$ cat config.mk
export PLATFORM = sky130hd
export DESIGN_NAME = eq2_bist
export DESIGN_NICKNAME = d
export VERILOG_FILES = /design/src/rtl/eq2_bist.sv
export SDC_FILE = /design/constraint.sdc
export NUM_CORES = 1
export LEC_CHECK = 0
export ABC_AREA = 1
export CAP_MARGIN = 20
export CORE_MARGIN = 4
export CORE_UTILIZATION = 45
export DETAILED_ROUTE_END_ITERATION = 8
export HOLD_SLACK_MARGIN = 0.06
export PLACE_DENSITY_LB_ADDON = 0.15
export SETUP_SLACK_MARGIN = 0.3
export SYNTH_ARGS = -nofsm -noshare
export SYNTH_HDL_FRONTEND = slang
export SYNTH_SLANG_ARGS = --single-unit
$ cat constraint.sdc
create_clock -name clk -period 1.7 [get_ports clk]
set_input_delay 0.17 -clock clk [delete_from_list [all_inputs] [get_ports clk]]
set_output_delay 0.17 -clock clk [all_outputs]
set_load 0.02 [all_outputs]
$ cat src/rtl/eq2_bist.sv
// eq2_bist: exhaustive self-test sequencer for a 2-bit equality comparator.
// Sweeps all 16 (a,b) operand pairs, holds each for SETTLE cycles, then
// samples aeqb and counts mismatches against the ideal a==b result.
// Optional build macro EQ2_BIST_FAILCAP_EN adds first_fail/first_fail_vld,
// which record the vector index of the first mismatch in a sweep.
//
// state | meaning
// IDLE  | waiting for start, operands parked at 0
// RUN   | current vector driven, settle counter running
// CHECK | aeqb sampled and compared, advance to next vector
// FIN   | publish done/pass, return to IDLE
module eq2_bist #(
    parameter int SETTLE = 2
) (
    input  logic       clk,
    input  logic       reset,
    input  logic       start,
    output logic [1:0] a,
    output logic [1:0] b,
    input  logic       aeqb,
    output logic       busy,
    output logic       done,
    output logic       pass,
    output logic [4:0] err_cnt
`ifdef EQ2_BIST_FAILCAP_EN
    ,
    output logic [3:0] first_fail,
    output logic       first_fail_vld
`endif
);

    typedef enum logic [1:0] {
        IDLE  = 2'd0,
        RUN   = 2'd1,
        CHECK = 2'd2,
        FIN   = 2'd3
    } state_t;

    localparam logic [3:0] SETTLE_LAST = 4'(SETTLE - 1);

    state_t     state;
    state_t     state_nxt;
    logic [3:0] vec;
    logic [3:0] settle_cnt;
    logic       mismatch;

    // The ideal comparator says equal only when both operand halves match.
    assign mismatch = (aeqb != (vec[3:2] == vec[1:0]));

    // State register.
    always_ff @(posedge clk) begin
        if (reset) begin
            state <= IDLE;
        end else begin
            state <= state_nxt;
        end
    end

    // Next-state decode and operand/status outputs.
    always_comb begin
        state_nxt = state;
        busy      = 1'b1;
        a         = vec[3:2];
        b         = vec[1:0];
        case (state)
            IDLE: begin
                busy = 1'b0;
                a    = 2'b00;
                b    = 2'b00;
                if (start) begin
                    state_nxt = RUN;
                end
            end
            RUN: begin
                if (settle_cnt == SETTLE_LAST) begin
                    state_nxt = CHECK;
                end
            end
            CHECK: begin
                state_nxt = (vec == 4'd15) ? FIN : RUN;
            end
            FIN: begin
                state_nxt = IDLE;
            end
            default: begin
                state_nxt = IDLE;
            end
        endcase
    end

    // Sweep datapath: vector index, settle counter, error tally and results.
    always_ff @(posedge clk) begin
        if (reset) begin
            vec        <= 4'd0;
            settle_cnt <= 4'd0;
            err_cnt    <= 5'd0;
            done       <= 1'b0;
            pass       <= 1'b0;
`ifdef EQ2_BIST_FAILCAP_EN
            first_fail     <= 4'd0;
            first_fail_vld <= 1'b0;
`endif
        end else begin
            case (state)
                IDLE: begin
                    if (start) begin
                        vec        <= 4'd0;
                        settle_cnt <= 4'd0;
                        err_cnt    <= 5'd0;
                        done       <= 1'b0;
                        pass       <= 1'b0;
`ifdef EQ2_BIST_FAILCAP_EN
                        first_fail     <= 4'd0;
                        first_fail_vld <= 1'b0;
`endif
                    end
                end
                RUN: begin
                    if (settle_cnt == SETTLE_LAST) begin
                        settle_cnt <= 4'd0;
                    end else begin
                        settle_cnt <= settle_cnt + 4'd1;
                    end
                end
                CHECK: begin
                    if (mismatch) begin
                        err_cnt <= err_cnt + 5'd1;
`ifdef EQ2_BIST_FAILCAP_EN
                        if (!first_fail_vld) begin
                            first_fail     <= vec;
                            first_fail_vld <= 1'b1;
                        end
`endif
                    end
                    if (vec != 4'd15) begin
                        vec <= vec + 4'd1;
                    end
                end
                FIN: begin
                    done <= 1'b1;
                    pass <= (err_cnt == 5'd0);
                end
                default: begin
                end
            endcase
        end
    end

endmodule

ff_map.png
Other sequential cells in the stronger grey, the rest of the logic in the fainter grey.
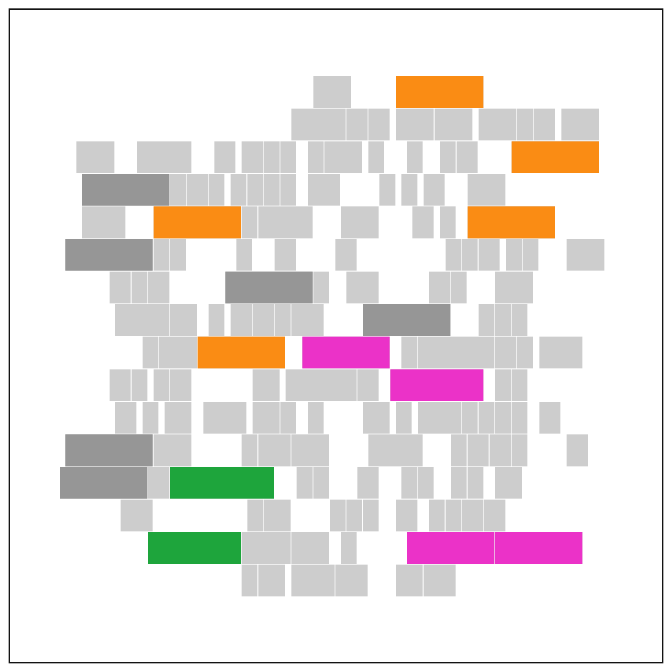
Key: orange = `err_cnt` [placed flops 5]; green = `state` [placed flops 2]; magenta = `vec` [placed flops 4]
Another 6 sequential cells are not coloured.
sequential-cell power consumption: 0.000452 W
Finished Core Util: 0.586
area occupied by registers: 347 sq um
share of the final layout cell area in sequential cells: 0.295

clock_wires.png
Bar = 20 um.
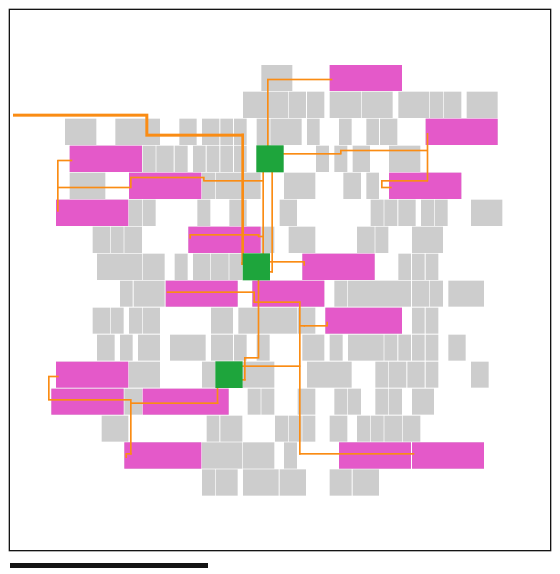
Key: green = clock-net drivers [count 3]; magenta = flip-flops [count 17]; orange = clock wires [length 244 um]
There are 4 routed clock nets.
later-pin clock latency in the skew report: 0.29 ns
clock group power: 0.000224 W
Clk network pwr share: 0.246

==> area by class of cell <==
| class | instances | area, sq um | area share |
|---|---|---|---|
| multi-input cells | 97 | 552 | 0.470 |
| flip-flops and latches | 17 | 347 | 0.295 |
| repair buffers | 16 | 133 | 0.113 |
| inverters | 22 | 82.6 | 0.0704 |
| well taps | 27 | 33.8 | 0.0288 |
| clock buffers | 4 | 26.3 | 0.0224 |
==> registers in the layout, indices dropped and copies added (netlist names) <==
name,flops
pass,1
done,1
state,2
settle_cnt,4
vec,4
err_cnt,5
==> routing by layer <==
| layer | global-route usage | share of wire |
|---|---|---|
| met1 | 0.204 | 0.49 |
| met2 | 0.279 | 0.48 |
| met3 | 0.0245 | 0.030 |
| met4 | 0.0622 | 0.0058 |
| met5 | 0 | 0 |
==> reports/metrics.json <==
{
  "run_status": {
    "run_status": "completed"
  },
  "final_layout": {
    "mostFrequentLayoutCell": "sky130_fd_sc_hd__nand2_1",
    "final_nets": 166,
    "layout-area-overhead-vs-synth_pct": 20.9,
    "fraction_of_final_layout_cells_sized_beyond_drive_strength_1": 0.186
  },
  "synthesis": {
    "synth.comb.largest_family": "simple AND/OR/NAND/NOR gates",
    "postSynth.asyncResetShare": 0,
    "yosys.area_share.simple": 0.311,
    "ys_seq_frac": 0.351,
    "fa_ha_area_frac": 0.0644,
    "synthMuxAreaShare": 0,
    "yosysCellCount": 138,
    "synth.yosys.warnings": 0,
    "yosys.cell_count.top_type": "sky130_fd_sc_hd__nand2_1",
    "area_reported_by_yosys_stat_sq_um": 971,
    "largest_area_cell": "sky130_fd_sc_hd__dfxtp_1",
    "post_synth_instance_area_sq_um": 971
  },
  "timing": {
    "timing_hold_violations_final": 0,
    "timing.fmax_mhz": 748,
    "layout_min_cycle_time_ns": 1.34,
    "rsz0062_at_grt": "false",
    "drv_slew": 0,
    "timing.hold.ws_ns": 0.476,
    "fin_tns_setup_ns": 0,
    "worst_slew_pin_slew_ns": 0.288,
    "max_slew_margin": 0.807
  },
  "run": {
    "stage_log_warnings": 29,
    "timing.max_cap.violations": 0
  },
  "routing": {
    "vias": 886,
    "viasPerCell": 4.84,
    "average_routed_wire_per_standard_cell_um": 11.2,
    "drt-pass1-iter-count": 4,
    "detail_route.iter0.violations": 10
  },
  "power_and_ir_drop": {
    "power.switching_fraction": 0.340,
    "cellLeakagePower_nw": 0.533,
    "report.power.total_w": 0.000910,
    "internal_power_w": 0.000600,
    "worst_ir_drop_vdd_mv": 0.438,
    "power.density_cell_area_nw_per_um2": 776,
    "power.share.sequential": 0.497
  },
  "floorplanning": {
    "rows": 16,
    "total_die_area_sq_um": 2960,
    "die_width_um": 54.5,
    "floorplan.initialDensity": 0.485,
    "die-height_um": 54.5
  },
  "clocking": {
    "ctsHoldBuffers": 0,
    "cts.repair.resized": 23
  },
  "setup_path": {
    "end_kind": "output pin",
    "cp_cell_sequence": "inv_2, nand2_2, dlygate4sd2_1",
    "reg2reg_to": "vec[3]$_SDFFE_PP0P_",
    "critical_path.startpoint_type": "register",
    "max_stage_delay_ns": 0.37,
    "critPathBufInv": 2,
    "timing.critical_path.depth": 3,
    "cpMaxStageDelayCell": "sky130_fd_sc_hd__dfxtp_2",
    "arrival_time_worst_endpoint_ns": 1.17
  },
  "min_path": {
    "worstHoldPathType": "reg -> reg",
    "holdPathEnd": "done$_SDFFE_PP0P_",
    "min-delay-start": "done$_SDFFE_PP0P_",
    "holdPathStages": 2
  },
  "grt": {
    "grt_use_total": 0.163,
    "first_global_vias": 830,
    "grt_pass1_wl_mm": 3.53,
    "initial_antenna_violation_count": 0
  },
  "placed_design": {
    "dp_hpwl_mm": 1.58,
    "gp_routability_congestion": 0.765
  }
}
No activity file was given, so power comes from the tool's default toggle rates.
